File: config.mk
export PLATFORM = sky130hd
export DESIGN_NAME = dmem_port_arbiter
export DESIGN_NICKNAME = d
export VERILOG_FILES = /design/src/rtl/dmem_port_arbiter.sv
export SDC_FILE = /design/constraint.sdc
export NUM_CORES = 1
export LEC_CHECK = 0
export CAP_MARGIN = 20
export CORE_MARGIN = 2
export CORE_UTILIZATION = 48
export CTS_CLUSTER_DIAMETER = 150
export CTS_CLUSTER_SIZE = 40
export DETAILED_ROUTE_END_ITERATION = 12
export GPL_ROUTABILITY_DRIVEN = 0
export GPL_TIMING_DRIVEN = 0
export PLACE_DENSITY = 0.91
export SLEW_MARGIN = 10
export SYNTH_ARGS = -nofsm -noshare
export SYNTH_HDL_FRONTEND = slang
export SYNTH_SLANG_ARGS = --single-unit
export TNS_END_PERCENT = 1
File: constraint.sdc
create_clock -name clk -period 11.5 [get_ports clk]
set_input_delay 2.875 -clock clk [delete_from_list [all_inputs] [get_ports clk]]
set_output_delay 2.875 -clock clk [all_outputs]
set_load 0.02 [all_outputs]
File: src/rtl/dmem_port_arbiter.sv
// dmem_port_arbiter: round-robin fetch/data arbiter driving a byte-serial, big-endian memory port.
// Optional feature: MEM_CTRL_ALIGN_CHECK_EN rejects misaligned half/word/fetch accesses with err.
`default_nettype none
`timescale 1ns/1ps

module dmem_port_arbiter #(
    parameter int ADDR_W = 8
) (
    input  logic              clk,
    input  logic              reset,
    input  logic              i_req,
    input  logic [31:0]       i_addr,
    output logic              i_ack,
    output logic [31:0]       i_data,
    input  logic              d_req,
    input  logic              d_rw,
    input  logic [1:0]        d_size,
    input  logic [31:0]       d_addr,
    input  logic [31:0]       d_wdata,
    output logic              d_ack,
    output logic [31:0]       d_rdata,
    output logic              mem_en,
    output logic              mem_we,
    output logic [ADDR_W-1:0] mem_addr,
    output logic [7:0]        mem_wdata,
    input  logic [7:0]        mem_rdata,
    output logic              err
);

    typedef enum logic [1:0] {
        IDLE = 2'd0,
        XFER = 2'd1,
        DONE = 2'd2
    } state_t;

    state_t            state;
    logic              last_grant_data;
    logic              owner_data;
    logic              rw;
    logic [1:0]        last;
    logic [1:0]        k;
    logic [ADDR_W-1:0] addr;
    logic [31:0]       wdata;

    logic              grant_data;
    logic              any_req;
    logic              reserved;
    logic              misaligned;
    logic [1:0]        req_last;
    logic [1:0]        lane;
    logic              unused_addr_bits;

    assign unused_addr_bits = ^{i_addr[31:ADDR_W], d_addr[31:ADDR_W]};

    // Ties go to the port that was not granted last.
    assign grant_data = d_req && (!i_req || !last_grant_data);
    assign any_req    = i_req | d_req;
    assign reserved   = grant_data && (d_size == 2'b11);

    always_comb begin
        req_last = 2'd3;
        if (grant_data) begin
            case (d_size)
                2'b00:   req_last = 2'd0;
                2'b01:   req_last = 2'd1;
                default: req_last = 2'd3;
            endcase
        end
    end

`ifdef MEM_CTRL_ALIGN_CHECK_EN
    logic err_r;

    assign misaligned = grant_data
                      ? ((d_size == 2'b01 && d_addr[0]) || (d_size == 2'b10 && d_addr[1:0] != 2'b00))
                      : (i_addr[1:0] != 2'b00);
    assign err = err_r;
`else
    assign misaligned = 1'b0;
    assign err        = 1'b0;
`endif

    // Byte k of an N-byte access lives in lane N-1-k (big-endian).
    assign lane      = last - k;
    assign mem_en    = (state == XFER);
    assign mem_we    = (state == XFER) && rw;
    assign mem_addr  = (state == XFER) ? (addr + ADDR_W'(k)) : '0;
    assign mem_wdata = ((state == XFER) && rw) ? wdata[{lane, 3'b000} +: 8] : 8'h00;

    always_ff @(posedge clk or posedge reset) begin
        if (reset) begin
            state           <= IDLE;
            last_grant_data <= 1'b0;
            owner_data      <= 1'b0;
            rw              <= 1'b0;
            last            <= 2'd0;
            k               <= 2'd0;
            addr            <= '0;
            wdata           <= 32'h0;
            i_ack           <= 1'b0;
            d_ack           <= 1'b0;
            i_data          <= 32'h0;
            d_rdata         <= 32'h0;
`ifdef MEM_CTRL_ALIGN_CHECK_EN
            err_r           <= 1'b0;
`endif
        end else begin
            case (state)
                IDLE: begin
                    if (any_req) begin
                        owner_data      <= grant_data;
                        last_grant_data <= grant_data;
                        rw              <= grant_data && d_rw;
                        last            <= req_last;
                        k               <= 2'd0;
                        addr            <= grant_data ? d_addr[ADDR_W-1:0] : i_addr[ADDR_W-1:0];
                        wdata           <= grant_data ? d_wdata : 32'h0;
                        if (reserved || misaligned) begin
                            state <= DONE;
                            if (grant_data) begin
                                d_ack   <= 1'b1;
                                d_rdata <= 32'h0;
                            end else begin
                                i_ack  <= 1'b1;
                                i_data <= 32'h0;
                            end
`ifdef MEM_CTRL_ALIGN_CHECK_EN
                            err_r <= misaligned;
`endif
                        end else begin
                            state <= XFER;
                            // Clear the result so bits above 8N read as zero.
                            if (!grant_data) begin
                                i_data <= 32'h0;
                            end else if (!d_rw) begin
                                d_rdata <= 32'h0;
                            end
                        end
                    end
                end
                XFER: begin
                    if (!rw) begin
                        if (owner_data) begin
                            d_rdata[{lane, 3'b000} +: 8] <= mem_rdata;
                        end else begin
                            i_data[{lane, 3'b000} +: 8] <= mem_rdata;
                        end
                    end
                    k <= k + 2'd1;
                    if (k == last) begin
                        state <= DONE;
                        if (owner_data) begin
                            d_ack <= 1'b1;
                        end else begin
                            i_ack <= 1'b1;
                        end
                    end
                end
                DONE: begin
                    i_ack <= 1'b0;
                    d_ack <= 1'b0;
`ifdef MEM_CTRL_ALIGN_CHECK_EN
                    err_r <= 1'b0;
`endif
                    state <= IDLE;
                end
                default: begin
                    state <= IDLE;
                end
            endcase
        end
    end

endmodule

`default_nettype wire

run_1/met2.png
Scale: 2 px per um.
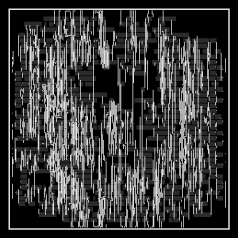
main direction: vertical
nets with wire on the layer: 605
wire length on this layer: 6740 um
share of all routed wire: 51%
longest straight run: 45.0 um
via count: 4000
met2 usage: 41.4%
final wirelength: 13.3 mm

run_1/gate_families.png
Scale: 4 px per um.
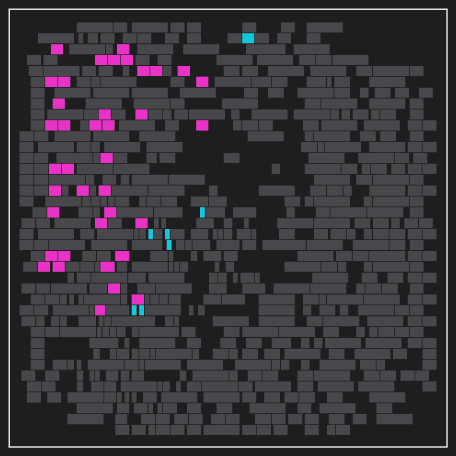
legend:
  AND-OR and OR-AND gates:
    color: magenta
    cells: 38
  inverters:
    color: cyan
    cells: 7
most frequent logic cell in the layout: clkdlybuf4s50_1
logic share of the area: 31.0%
Finished Layout Cells: 726

run_1/final_congestion.png
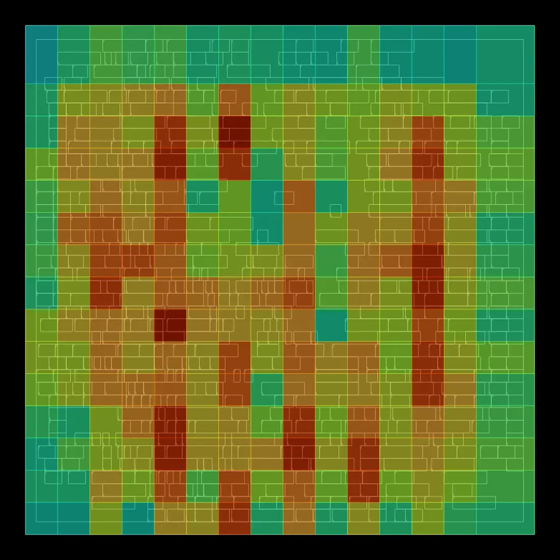
Core Util, Final: 69.8%
WL/cell: 18.4 um
gr usage total: 24.0%

==> out/metrics.csv, run 1 <==
metric;value;unit
status;finished, final reports clean;
Synth top area share;53.8;%
Setup TNS;0;ns
pre-CTS setup slack;6.22;ns
Clock Sinks;114;
Max FO, Critical Path;12;
sequential power;0.632;mW
routed wl met3;905;um
Simple-Gate Fraction of Synth Area;11.5;%
die height;109;um
Post-synth seq share;53.8;%
number of max-cap violations;0;
Non-clock buffers;162;
vias per std cell;5.51;
Crit Path Category;reg -> out;
Fmax;172;MHz
DRT antenna net count;0;
via count of the first global-routing pass;4317;
measured slew at the worst slew-check pin;0.720;ns
Iter 0 DRT Violations;194;
Seq Cell Count;114;
MUX share of area;18.1;%
Crit path depth;6;
LEAKAGE;3.45;nW
metal1 wirelength;5.44;mm
largest net degree at the start of global routing;61;
Rel. slew slack;51.6;%
Mean Syn Cell Area;13.0;um^2
cell type with the largest total area;dfrtp_1;
multi-input gates;271;
# placed instances;694;
clock root buffer;clkbuf_8;
Critical Path Source Type;flop;
Top logic family;multiplexers;
worst reg2reg path startpoint;k[1];
syn_nets;527;
EDFF count, synth;0;
sw power;0.826;mW
Boundary Pins;196;
Global Route met3 Usage;7.29;%
Top Layout Cells;clkdlybuf4s50_1 (146), dfrtp_1 (114), mux2_2 (55);
ys flop type;dfrtp_1;
run_1/drive_strength.png
Scale: 4 px per um.
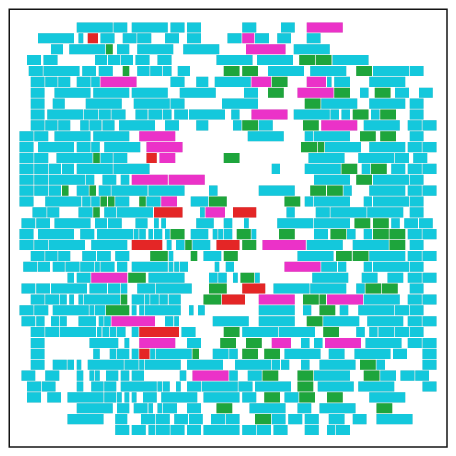

==> run 1 -> run 2 <==
Settings changed: CORE_UTILIZATION 48 to 45, PLACE_DENSITY 0.91 to 0.86.
Clock period 11.5 ns to 5.9 ns, I/O delays scaled along.
run_2/drive_strength.png
Scale: 4 px per um.
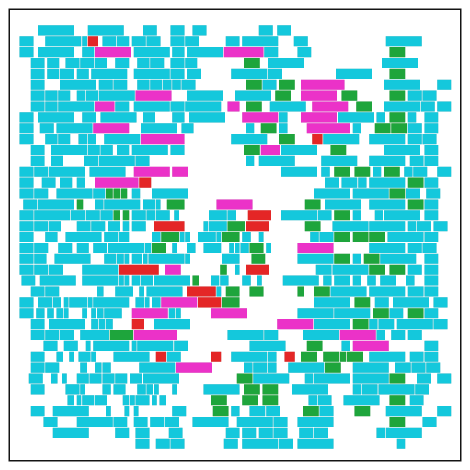
legend:
  drive 1 or less:
    color: cyan
    cells: 468
    share: 80%
    most_used: clkdlybuf4s50_1
  drive 3 to 4:
    color: red
    cells: 14
    share: 2.4%
  drive 6 and up:
    color: magenta
    cells: 28
    share: 4.8%
    most_used: clkbuf_16
  drive 2:
    color: green
    cells: 76
    share: 13%
    most_used: mux2_2
Area Growth Syn to Fin: 44.0%
Non-clock buffers: 162
worst setup margin: 1.61 ns

run_2/met2.png
Scale: 2 px per um.
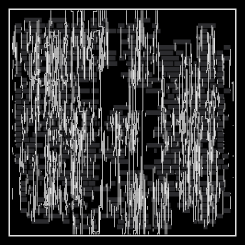
share of all routed wire: 51%
wire length on this layer: 6930 um
longest straight run: 39.2 um
nets with wire on the layer: 604
main direction: vertical
via count: 3970
met2 usage: 38.8%
final wirelength: 13.6 mm

==> run 2 against run 1 <==
Net effect: critical path depth unchanged; synthesized area unchanged; combinational power increased by 94%; cell area increased by 1.3%; via count decreased by 0.75%; non-clock buffer count unchanged; sequential share of layout area decreased by 0.47 points; clock skew decreased by 0.0038 ns.
==> out/metrics.csv, run 2 <==
metric;value;unit;change
MUX share of area;18.1;%;unchanged
Comb power frac;45.7;%;
Max FO, Critical Path;12;;unchanged
largest net degree at the start of global routing;65;;+6.6%
Setup TNS;0;ns;unchanged
logic share of the area;30.6;%;-0.39 points
top flop regs;d_rdata x32, i_data x32, wdata x32;;
Finished Layout Cells;729;;+0.41%
sequential power;1.23;mW;+95%
EDFF count, synth;0;;unchanged
status;finished, final reports clean;;
most frequent logic cell in the layout;clkdlybuf4s50_1;;
sw power;1.62;mW;+97%
vias per std cell;5.45;;-1.2%
R2R Setup Slk;2.77;ns;
via count of the first global-routing pass;4269;;-1.1%
synthesized area;0.00530;mm^2;
worst reg2reg path startpoint;k[1];;
Critical Path Source Type;flop;;
# placed instances;697;;+0.43%
pre-CTS setup slack;2.04;ns;-4.18 ns
Top Layout Cells;clkdlybuf4s50_1 (146), dfrtp_1 (114), mux2_2 (55);;
die height;113;um;+3.2%
Crit path depth;6;;unchanged
Mean Syn Cell Area;13.0;um^2;unchanged
met2 wire len;6.93;mm;
DRT antenna net count;0;;unchanged
ys flop type;dfrtp_1;;
multi-input gates;271;;unchanged
Post-synth seq share;53.8;%;unchanged
LEAKAGE;3.48;nW;+0.81%
number of max-cap violations;0;;unchanged
Synth top area share;53.8;%;unchanged
routed wl met3;864;um;-4.5%
Die Wd;113;um;
RSZ-0062 raised after global routing;false;;
Iter 0 DRT Violations;196;;+1.0%
Seq Cell Count;114;;unchanged
cell type with the largest total area;dfrtp_1;;
Crit Path Category;reg -> out;;
Top logic family;multiplexers;;
clock root buffer;clkbuf_16;;
syn_nets;527;;unchanged
clkbuf count;19;;
Boundary Pins;196;;unchanged
measured slew at the worst slew-check pin;0.812;ns;+0.0915 ns
run_2/final_congestion.png
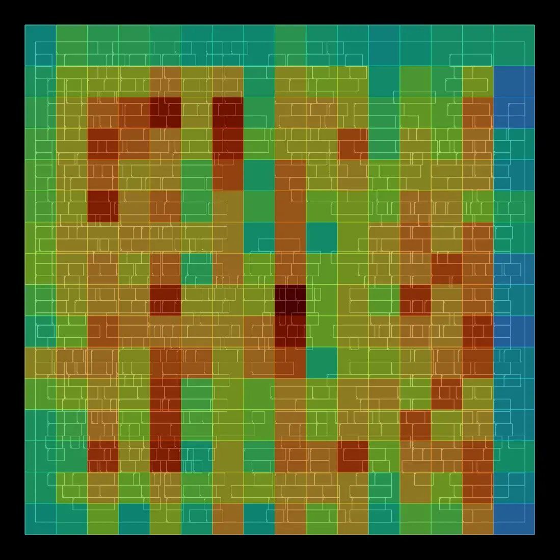
M1 GR Usage: 27.7%
gr usage total: 22.5%
Global Route met3 Usage: 6.26%
Core Util, Final: 66.6%

Power and IR drop assume default switching activity.
